$ cat src/rtl/psram_arbiter_if.sv
// Requester and controller signal bundle for psram_arbiter.
// Handshake: req is a level held with we/addr/wdata stable until the one-cycle ack; strobes are one-cycle and mem_ready re-rising marks completion.
interface psram_arbiter_if #(
  parameter int ADDR_W = 24,
  parameter int DATA_W = 16
);
  logic              p0_req;
  logic              p0_we;
  logic [ADDR_W-1:0] p0_addr;
  logic [DATA_W-1:0] p0_wdata;
  logic              p0_ack;
  logic [DATA_W-1:0] p0_rdata;

  logic              p1_req;
  logic              p1_we;
  logic [ADDR_W-1:0] p1_addr;
  logic [DATA_W-1:0] p1_wdata;
  logic              p1_ack;
  logic [DATA_W-1:0] p1_rdata;

  logic              mem_ready;
  logic [ADDR_W-1:0] mem_addr;
  logic              mem_read_strb;
  logic              mem_write_strb;
  logic [DATA_W-1:0] mem_data_in;
  logic [DATA_W-1:0] mem_data_out;

  modport master (
    output p0_req, p0_we, p0_addr, p0_wdata,
    input  p0_ack, p0_rdata,
    output p1_req, p1_we, p1_addr, p1_wdata,
    input  p1_ack, p1_rdata,
    output mem_ready, mem_data_out,
    input  mem_addr, mem_read_strb, mem_write_strb, mem_data_in
  );

  modport slave (
    input  p0_req, p0_we, p0_addr, p0_wdata,
    output p0_ack, p0_rdata,
    input  p1_req, p1_we, p1_addr, p1_wdata,
    output p1_ack, p1_rdata,
    input  mem_ready, mem_data_out,
    output mem_addr, mem_read_strb, mem_write_strb, mem_data_in
  );
endinterface

$ cat src/rtl/psram_arbiter.sv
// Two-port round-robin arbiter in front of a single PSRAM controller, with a
// watchdog on the completion wait.
module psram_arbiter #(
  parameter int ADDR_W  = 24,
  parameter int DATA_W  = 16,
  parameter int TIMEOUT = 4096
) (
  input  logic               clk,
  input  logic               resetn,
  psram_arbiter_if.slave     bus,
  output logic               busy,
  output logic               grant,
  output logic               timeout_err,
  output logic [2:0]         state_dbg
);
  localparam int CNT_W = $clog2(TIMEOUT + 1);

  typedef enum logic [2:0] {
    S_IDLE  = 3'd0,
    S_ISSUE = 3'd1,
    S_GUARD = 3'd2,
    S_WAIT  = 3'd3,
    S_DONE  = 3'd4
  } state_t;

  state_t            state, state_nxt;
  logic              last;
  logic              pick;
  logic              we_q;
  logic [ADDR_W-1:0] addr_q;
  logic [DATA_W-1:0] wdata_q;
  logic [CNT_W-1:0]  cnt;
  logic [DATA_W-1:0] rdata0, rdata1;
  logic              wd_fire;

  assign wd_fire = (cnt == CNT_W'(TIMEOUT - 1));

  always_ff @(posedge clk or negedge resetn) begin
    if (!resetn) state <= S_IDLE;
    else         state <= state_nxt;
  end

  always_comb begin
    state_nxt          = state;
    pick               = bus.p1_req;
    bus.mem_read_strb  = 1'b0;
    bus.mem_write_strb = 1'b0;
    bus.p0_ack         = 1'b0;
    bus.p1_ack         = 1'b0;
    busy               = (state != S_IDLE);
    // On a tie, serve the port that did not go last.
    if (bus.p0_req && bus.p1_req) pick = ~last;
    case (state)
      S_IDLE: begin
        if (bus.mem_ready && (bus.p0_req || bus.p1_req)) state_nxt = S_ISSUE;
      end
      S_ISSUE: begin
        bus.mem_write_strb = we_q;
        bus.mem_read_strb  = ~we_q;
        state_nxt          = S_GUARD;
      end
      S_GUARD: state_nxt = S_WAIT;
      S_WAIT: begin
        if (bus.mem_ready || wd_fire) state_nxt = S_DONE;
      end
      S_DONE: begin
        bus.p0_ack = ~grant;
        bus.p1_ack = grant;
        state_nxt  = S_IDLE;
      end
      default: state_nxt = S_IDLE;
    endcase
  end

  always_ff @(posedge clk or negedge resetn) begin
    if (!resetn) begin
      grant       <= 1'b0;
      last        <= 1'b1;
      we_q        <= 1'b0;
      addr_q      <= '0;
      wdata_q     <= '0;
      cnt         <= '0;
      rdata0      <= '0;
      rdata1      <= '0;
      timeout_err <= 1'b0;
    end else begin
      case (state)
        S_IDLE: begin
          if (state_nxt == S_ISSUE) begin
            grant   <= pick;
            we_q    <= pick ? bus.p1_we    : bus.p0_we;
            addr_q  <= pick ? bus.p1_addr  : bus.p0_addr;
            wdata_q <= pick ? bus.p1_wdata : bus.p0_wdata;
          end
        end
        S_ISSUE: last <= grant;
        S_GUARD: cnt <= '0;
        S_WAIT: begin
          cnt <= cnt + CNT_W'(1);
          // A timed-out read leaves the port's previous data in place.
          if (bus.mem_ready) begin
            if (!we_q) begin
              if (grant) rdata1 <= bus.mem_data_out;
              else       rdata0 <= bus.mem_data_out;
            end
          end else if (wd_fire) begin
            timeout_err <= 1'b1;
          end
        end
        default: ;
      endcase
    end
  end

  assign bus.mem_addr    = addr_q;
  assign bus.mem_data_in = wdata_q;
  assign bus.p0_rdata    = rdata0;
  assign bus.p1_rdata    = rdata1;
  assign state_dbg       = state;
endmodule

$ cat src/flat_wrapper.sv
// flat-port wrapper written by rule: the top's interface ports become plain ports
module psram_arbiter_flat 
#(
  parameter int ADDR_W  = 24,
  parameter int DATA_W  = 16,
  parameter int TIMEOUT = 4096
)
  (clk, resetn, busy, grant, timeout_err, state_dbg, bus_p0_req, bus_p0_we, bus_p0_addr, bus_p0_wdata, bus_p0_ack, bus_p0_rdata, bus_p1_req, bus_p1_we, bus_p1_addr, bus_p1_wdata, bus_p1_ack, bus_p1_rdata, bus_mem_ready, bus_mem_data_out, bus_mem_addr, bus_mem_read_strb, bus_mem_write_strb, bus_mem_data_in);
  psram_arbiter_if #(.ADDR_W(ADDR_W), .DATA_W(DATA_W)) bus_i ();
  input  logic clk;
  input  logic resetn;
  output logic busy;
  output logic grant;
  output logic timeout_err;
  output logic [2:0] state_dbg;
  input wire logic [$bits(bus_i.p0_req)-1:0] bus_p0_req;
  input wire logic [$bits(bus_i.p0_we)-1:0] bus_p0_we;
  input wire logic [$bits(bus_i.p0_addr)-1:0] bus_p0_addr;
  input wire logic [$bits(bus_i.p0_wdata)-1:0] bus_p0_wdata;
  output wire logic [$bits(bus_i.p0_ack)-1:0] bus_p0_ack;
  output wire logic [$bits(bus_i.p0_rdata)-1:0] bus_p0_rdata;
  input wire logic [$bits(bus_i.p1_req)-1:0] bus_p1_req;
  input wire logic [$bits(bus_i.p1_we)-1:0] bus_p1_we;
  input wire logic [$bits(bus_i.p1_addr)-1:0] bus_p1_addr;
  input wire logic [$bits(bus_i.p1_wdata)-1:0] bus_p1_wdata;
  output wire logic [$bits(bus_i.p1_ack)-1:0] bus_p1_ack;
  output wire logic [$bits(bus_i.p1_rdata)-1:0] bus_p1_rdata;
  input wire logic [$bits(bus_i.mem_ready)-1:0] bus_mem_ready;
  input wire logic [$bits(bus_i.mem_data_out)-1:0] bus_mem_data_out;
  output wire logic [$bits(bus_i.mem_addr)-1:0] bus_mem_addr;
  output wire logic [$bits(bus_i.mem_read_strb)-1:0] bus_mem_read_strb;
  output wire logic [$bits(bus_i.mem_write_strb)-1:0] bus_mem_write_strb;
  output wire logic [$bits(bus_i.mem_data_in)-1:0] bus_mem_data_in;
  assign bus_i.p0_req = bus_p0_req;
  assign bus_i.p0_we = bus_p0_we;
  assign bus_i.p0_addr = bus_p0_addr;
  assign bus_i.p0_wdata = bus_p0_wdata;
  assign bus_p0_ack = bus_i.p0_ack;
  assign bus_p0_rdata = bus_i.p0_rdata;
  assign bus_i.p1_req = bus_p1_req;
  assign bus_i.p1_we = bus_p1_we;
  assign bus_i.p1_addr = bus_p1_addr;
  assign bus_i.p1_wdata = bus_p1_wdata;
  assign bus_p1_ack = bus_i.p1_ack;
  assign bus_p1_rdata = bus_i.p1_rdata;
  assign bus_i.mem_ready = bus_mem_ready;
  assign bus_i.mem_data_out = bus_mem_data_out;
  assign bus_mem_addr = bus_i.mem_addr;
  assign bus_mem_read_strb = bus_i.mem_read_strb;
  assign bus_mem_write_strb = bus_i.mem_write_strb;
  assign bus_mem_data_in = bus_i.mem_data_in;
  psram_arbiter #(.ADDR_W(ADDR_W), .DATA_W(DATA_W), .TIMEOUT(TIMEOUT)) u_core (.clk(clk), .resetn(resetn), .bus(bus_i), .busy(busy), .grant(grant), .timeout_err(timeout_err), .state_dbg(state_dbg));
endmodule
$ cat config.mk
export PLATFORM = sky130hd
export DESIGN_NAME = psram_arbiter_flat
export DESIGN_NICKNAME = d
export VERILOG_FILES = /design/src/rtl/psram_arbiter_if.sv /design/src/rtl/psram_arbiter.sv /design/src/flat_wrapper.sv
export SDC_FILE = /design/constraint.sdc
export NUM_CORES = 1
export LEC_CHECK = 0
export ABC_CLOCK_PERIOD_IN_PS = 4600
export CAP_MARGIN = 10
export CELL_PAD_IN_SITES_DETAIL_PLACEMENT = 1
export CELL_PAD_IN_SITES_GLOBAL_PLACEMENT = 2
export CORE_MARGIN = 2
export CORE_UTILIZATION = 29
export DETAILED_ROUTE_END_ITERATION = 8
export HOLD_SLACK_MARGIN = 0.08
export PLACE_DENSITY_LB_ADDON = 0.1
export SLEW_MARGIN = 20
export SYNTH_ARGS = -nofsm -noshare
export SYNTH_HDL_FRONTEND = slang
export SYNTH_SLANG_ARGS = --single-unit
$ cat constraint.sdc
create_clock -name clk -period 4.6 [get_ports clk]
set_input_delay 0.92 -clock clk [delete_from_list [all_inputs] [get_ports clk]]
set_output_delay 0.92 -clock clk [all_outputs]
set_load 0.1 [all_outputs]
==> run_1/closeup.png <==
Region (44, 44) to (84, 84) µm. Cells in gray, sequential cells in the stronger gray; small squares are vias.
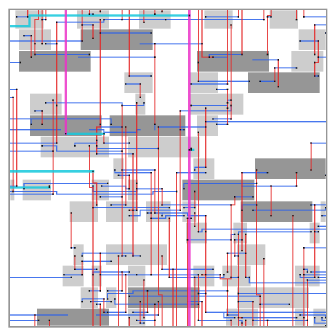
Red is M2. Blue is M1. Magenta is M4. Cyan is M3.
55 logic cells have their middle in the window. Sequential cells in the window: 11. Netlist names of flops here include `u_core.state_dbg` (3), `u_core.bus.mem_addr` (2), `u_core.cnt` (2). Most frequent: dfrtp_1 (10), clkdlybuf4s50_1 (8), mux2_2 (6).

==> run_1/m3.png <==
Cells faint in the background.
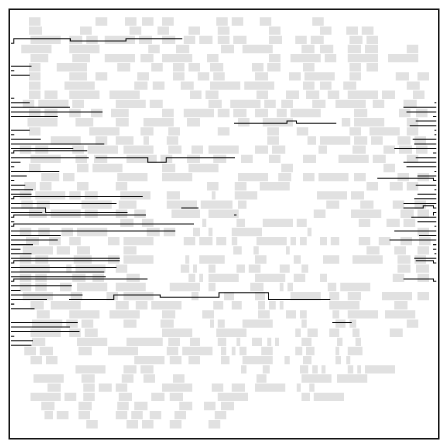
The layer carries 1280 µm of wire. The longest straight run is 53.4 µm. The wires run mostly horizontal.

==> results.json, run 1 <==
{
  "status": "complete, no violations",
  "end_kind": "output port",
  "fin_tns_setup_ns": 0,
  "drt_iter0_markers": 124,
  "drt-met1-wl_mm": 4.925,
  "postLayoutCoreUtil_pct": 44.59,
  "grt_pass1_vias": 3719,
  "final_cell_area_um2": 6704,
  "slowest_stage": "clkdlybuf4s50_1",
  "cp_top_family": "buffers and inverters",
  "path_cells": "nand2_1 > nor2_1 > clkdlybuf4s50_1",
  "reg2regPathDepth": 4,
  "yosysChipArea_um2": 4400,
  "postSynthAreaPerCell_um2": 13.79,
  "drive_gt1_share_pct": 29.50,
  "yosys-stat-cells": 319,
  "r2r_slack_ns": 2.24,
  "simple_gate_share_pct": 8.843,
  "cp-start-kind": "flop",
  "ant_nets": 0,
  "drc_errors": 0,
  "top_area_share_pct": 51.75,
  "r2r_start": "u_core.state_dbg[0]",
  "crit_start": "u_core.state_dbg[0]",
  "hold_ws_ns": 0.4768,
  "ys_async_sr_fraction_pct": 100.0,
  "nNonClkInverters": 2,
  "lay_top_cells": "183 x clkdlybuf4s50_1, 107 x mux2_2, 91 x dfrtp_1",
  "nClkBuffers": 9,
  "dieHeight_um": 127.2,
  "synth_area_um2": 4400,
  "dp_cells": 677,
  "synth_cell_type_count": 50,
  "critPathKind": "reg -> out",
  "muxShareOfSynthArea_pct": 31.25,
  "busiest_layer": "met2",
  "flops": 92,
  "cts-root-buf": "clkbuf_16",
  "wl_met2_mm": 6.375,
  "drt_wl_total_mm": 12.68,
  "tightest_slew_ns": 1.039,
  "area_growth_pct": 52.35,
  "worstPathMaxFanout": 24,
  "rsz0062_at_grt": "no",
  "arrival_ns": 2.69,
  "most_common_cell": "mux2_2",
  "routed.top_layer": "met4",
  "fin_crit_ns": 3.605,
  "synthFlopType": "dfrtp_1",
  "setup_ws_ns": 0.9947,
  "cts_hold_buf": 0,
  "comb_share_pct": 29.56,
  "largest_class": "registers",
  "place_ws_ns": 1.332,
  "adder_share_pct": 0.2843,
  "xor_area_share_pct": 0,
  "hp-class": "reg -> reg",
  "fp-utilization_pct": 29.27,
  "fin_cells": 693,
  "cts_resized": 0,
  "grt_max_degree": 65,
  "endpoint": "bus_mem_read_strb",
  "die_w_um": 127.2,
  "ios": 185,
  "num_rows": 45,
  "cts_tree": "built",
  "ys_warn_count": 0,
  "hold_path_startpoint": "u_core.timeout_err",
  "gr-total-overflow": 0,
  "met2_usage_pct": 27.70,
  "buf_share_pct": 28.00,
  "largest_area_cell": "dfrtp_1",
  "synth_cells": 319,
  "largest_reg_flops": 24,
  "openroad.warnings": 26,
  "io_buffers": 184,
  "buffers": 189,
  "clockBufferDepth": 2
}
==> run_1/clock_wires.png <==
The bar under the picture is 50 µm long.
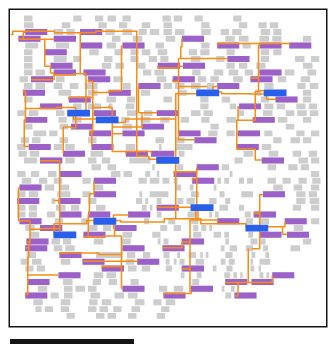
Blue is clock-net drivers, count 9. Purple is flip-flops, count 92. Orange is clock wires, length 1360 µm.
Position of the flops: all over the die. There are 10 routed clock nets.

==> run_1/clock_nets.png <==
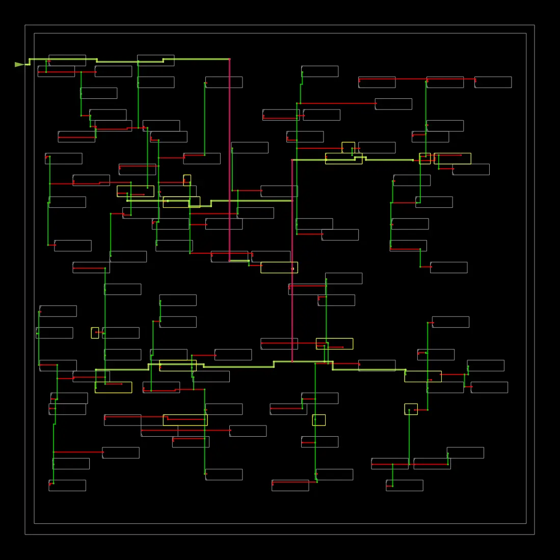

==> run 2: changes to the inputs <==
--- a/config.mk
+++ b/config.mk
@@ -5,12 +5,12 @@
 export SDC_FILE = /design/constraint.sdc
 export NUM_CORES = 1
 export LEC_CHECK = 0
-export ABC_CLOCK_PERIOD_IN_PS = 4600
+export ABC_CLOCK_PERIOD_IN_PS = 3300
 export CAP_MARGIN = 10
 export CELL_PAD_IN_SITES_DETAIL_PLACEMENT = 1
 export CELL_PAD_IN_SITES_GLOBAL_PLACEMENT = 2
 export CORE_MARGIN = 2
-export CORE_UTILIZATION = 29
+export CORE_UTILIZATION = 25
 export DETAILED_ROUTE_END_ITERATION = 8
 export HOLD_SLACK_MARGIN = 0.08
 export PLACE_DENSITY_LB_ADDON = 0.1
==> constraint.sdc (replaced) <==
create_clock -name clk -period 3.3 [get_ports clk]
set_input_delay 0.66 -clock clk [delete_from_list [all_inputs] [get_ports clk]]
set_output_delay 0.66 -clock clk [all_outputs]
set_load 0.1 [all_outputs]
==> run_2/clock_nets.png <==
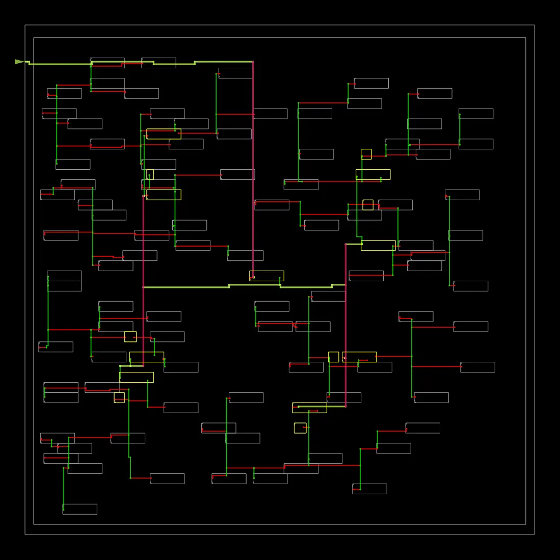
Num Clock Sinks: 92
clk_skew: 0.01125 ns
CLK BUF: 9
cts bufs inserted: 9

==> run_2/route_heat.png <==
The bar under the picture is 50 µm long. 27 x 27 tiles, from white (low) to dark blue (high), scaled to the fullest tile. Values are wire area over tile area, all layers added.
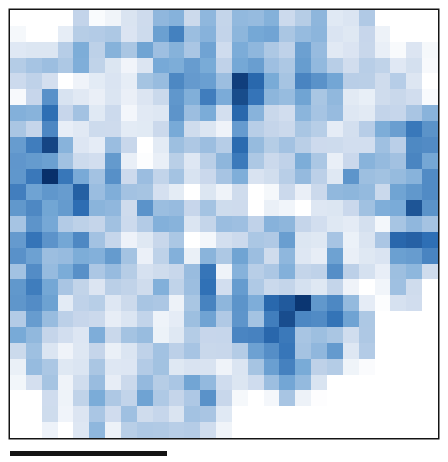
The emptiest ninth of the die: south-east. 18% of the tiles are over half the peak. 13% of the tiles are nearly empty. The fullest tile reaches 0.38. The mean over all tiles is 0.11.

==> run 2 against run 1 <==
First-iteration DRC count down 44%; sequential share of layout area up 0.85 points; wire length increased by 4.3%; final cell count rose by 5.6%; critical path type unchanged.
==> results.json, run 2 <==
{
  "fp-utilization_pct": 25.53,
  "comb_share_pct": 30.29,
  "ys_warn_count": 0,
  "nNonClkInverters": 2,
  "path_cells": "buf_4 > or3_1 > buf_4",
  "num_rows": 48,
  "drive_gt1_share_pct": 45.96,
  "synthFlopType": "dfrtp_1",
  "hold_ws_ns": 0.3389,
  "setup_ws_ns": 0.9312,
  "synth_cell_type_count": 50,
  "place_ws_ns": 0.6355,
  "openroad.warnings": 26,
  "buf_share_pct": 25.84,
  "final_cell_area_um2": 6543,
  "wl_met2_mm": 6.833,
  "cp_top_family": "buffers and inverters",
  "yosys-stat-cells": 319,
  "fin_cells": 732,
  "top_area_share_pct": 51.75,
  "ant_nets": 0,
  "buffers": 191,
  "fin_tns_setup_ns": 0,
  "r2r_slack_ns": 1.21,
  "flops": 92,
  "cp-start-kind": "flop",
  "dieHeight_um": 136.7,
  "status": "complete, no violations",
  "cts-root-buf": "clkbuf_16",
  "clockBufferDepth": 2,
  "largest_class": "registers",
  "most_common_cell": "mux2_2",
  "muxShareOfSynthArea_pct": 31.25,
  "cts_resized": 0,
  "simple_gate_share_pct": 8.843,
  "endpoint": "busy",
  "fin_crit_ns": 2.369,
  "xor_area_share_pct": 0,
  "largest_reg_flops": 24,
  "end_kind": "output port",
  "synth_area_um2": 4400,
  "drt-met1-wl_mm": 5.074,
  "grt_max_degree": 78,
  "area_growth_pct": 48.68,
  "dp_cells": 716,
  "grt_pass1_vias": 3722,
  "gr-total-overflow": 0,
  "tightest_slew_ns": 0.7298,
  "largest_area_cell": "dfrtp_1",
  "slowest_stage": "dfrtp_1",
  "met2_usage_pct": 25.00,
  "adder_share_pct": 0.2843,
  "lay_top_cells": "107 x mux2_2, 101 x clkdlybuf4s50_1, 91 x dfrtp_1",
  "critPathKind": "reg -> out",
  "rsz0062_at_grt": "no",
  "ios": 185,
  "ys_async_sr_fraction_pct": 100.0,
  "cts_hold_buf": 0,
  "busiest_layer": "met2",
  "yosysChipArea_um2": 4400,
  "cts_tree": "built",
  "drt_iter0_markers": 69,
  "drc_errors": 0,
  "reg2regPathDepth": 5,
  "worstPathMaxFanout": 18,
  "die_w_um": 136.7,
  "postSynthAreaPerCell_um2": 13.79,
  "routed.top_layer": "met4",
  "grt_usage_pct": 14.49,
  "crit_start": "u_core.state_dbg[0]",
  "synth_cells": 319,
  "drt_wl_total_mm": 13.22,
  "arrival_ns": 1.71,
  "hp-class": "in -> async",
  "num-multi-input-gates": 206,
  "io_buffers": 184,
  "postLayoutCoreUtil_pct": 37.96,
  "via_count": 3338,
  "r2r_start": "u_core.state_dbg[0]"
}
==> run_2/closeup.png <==
Region (48, 48) to (88, 88) µm. Cells in gray, sequential cells in the stronger gray; small squares are vias.
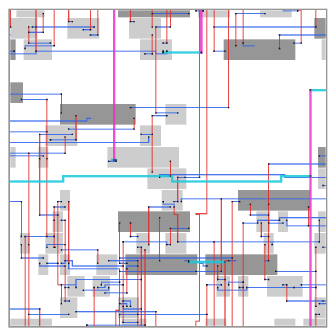

==> run 3: changes to the inputs <==
--- a/config.mk
+++ b/config.mk
@@ -5,7 +5,7 @@
 export SDC_FILE = /design/constraint.sdc
 export NUM_CORES = 1
 export LEC_CHECK = 0
-export ABC_CLOCK_PERIOD_IN_PS = 3300
+export ABC_CLOCK_PERIOD_IN_PS = 1900
 export CAP_MARGIN = 10
 export CELL_PAD_IN_SITES_DETAIL_PLACEMENT = 1
 export CELL_PAD_IN_SITES_GLOBAL_PLACEMENT = 2
==> constraint.sdc (replaced) <==
create_clock -name clk -period 1.9 [get_ports clk]
set_input_delay 0.38 -clock clk [delete_from_list [all_inputs] [get_ports clk]]
set_output_delay 0.38 -clock clk [all_outputs]
set_load 0.1 [all_outputs]
==> run_3/closeup.png <==
Region (48, 48) to (88, 88) µm. Cells in gray, sequential cells in the stronger gray; small squares are vias.
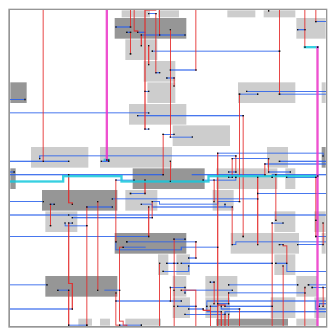

==> run 3 against run 2 <==
First-iteration DRC count is 19% lower; final cell count grew 3.0%; non-clock buffer count increased by 21; global-route usage barely moved; final area is 7.0% higher; die area unchanged; worst setup slack worse by 0.89 ns; via count is 3.7% higher; synthesized area unchanged; largest cell class unchanged.
==> results.json, run 3 <==
{
  "status": "complete, no violations",
  "largest_reg_flops": 24,
  "xor_area_share_pct": 0,
  "cts-root-buf": "clkbuf_16",
  "ys_async_sr_fraction_pct": 100.0,
  "num_rows": 48,
  "buffers": 212,
  "yosysChipArea_um2": 4400,
  "openroad.warnings": 28,
  "cp_top_family": "flip-flops",
  "dp_cells": 732,
  "io_buffers": 184,
  "critPathKind": "reg -> out",
  "ys.flops": 92,
  "dieHeight_um": 136.7,
  "fp-utilization_pct": 25.53,
  "path_cells": "buf_8 > nor2_4 > and3_4 > buf_12",
  "nClkBuffers": 9,
  "met2_usage_pct": 23.97,
  "reg2regPathDepth": 4,
  "top_area_share_pct": 51.75,
  "crit_start": "u_core.state_dbg[1]",
  "skew_ns": 0.007333,
  "drc_errors": 0,
  "slowest_stage": "dfrtp_4",
  "endpoint": "bus_p1_ack",
  "cp-start-kind": "flop",
  "synth_area_um2": 4400,
  "grt_pass1_vias": 3823,
  "area_growth_pct": 59.03,
  "synth_cells": 319,
  "fin_tns_setup_ns": 0,
  "largest_area_cell": "dfrtp_1",
  "drive_gt1_share_pct": 50.38,
  "final_cell_area_um2": 6998,
  "drt-met1-wl_mm": 5.389,
  "hold_path_startpoint": "u_core.timeout_err",
  "place_ws_ns": -0.1969,
  "lay_top_cells": "107 x mux2_2, 101 x clkdlybuf4s50_1, 90 x buf_4",
  "fin_crit_ns": 1.858,
  "r2r_slack_ns": 0.09,
  "arrival_ns": 1.48,
  "cts_resized": 5,
  "drt_wl_total_mm": 13.19,
  "edf_count": 0,
  "synthFlopType": "dfrtp_1",
  "clockBufferDepth": 2,
  "yosys-stat-cells": 319,
  "r2r_start": "u_core.state_dbg[2]",
  "nNonClkInverters": 2,
  "netlist_top_cells_count": "107 x mux2_2, 91 x dfrtp_1, 14 x nand2_1, 10 x mux2_4, 9 x nand3_1",
  "numCtsBuffers": 9,
  "path_clk_slew_ns": 0.07,
  "largest_class": "registers",
  "postSynthAreaPerCell_um2": 13.79,
  "cts_tree": "built",
  "rsz0062_at_grt": "yes",
  "end_kind": "output port",
  "simple_gate_share_pct": 8.843,
  "ios": 185,
  "buf_share_pct": 29.70,
  "hold_ws_ns": 0.5053,
  "muxShareOfSynthArea_pct": 31.25,
  "via_count": 3460,
  "gr-total-overflow": 0,
  "ant_nets": 0,
  "synth_cell_type_count": 50,
  "busiest_layer": "met2",
  "routed.top_layer": "met4",
  "num-multi-input-gates": 206,
  "setup_ws_ns": 0.04233,
  "cts_hold_buf": 1,
  "comb_share_pct": 29.04,
  "drt_iter0_markers": 56,
  "hold_depth": 1,
  "postLayoutCoreUtil_pct": 40.60,
  "tightest_slew_ns": 0.4890,
  "ys_warn_count": 0,
  "worstPathMaxFanout": 6,
  "hp-class": "reg -> reg",
  "cts_sinks": 92,
  "die_w_um": 136.7,
  "most_common_cell": "mux2_2",
  "clockNetworkAreaShare_pct": 4.005,
  "fin_cells": 754,
  "wl_met2_mm": 6.490,
  "adder_share_pct": 0.2843,
  "grt_usage_pct": 14.48,
  "grt_max_degree": 46
}
==> run_3/clock_nets.png <==
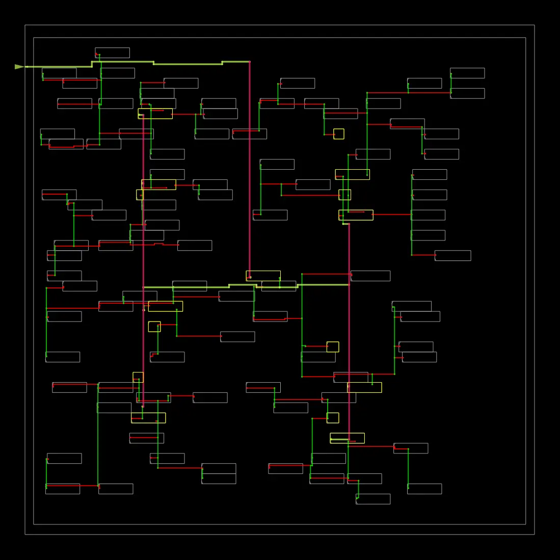
flop count: 92
worst skew pair latency: 0.35 ns

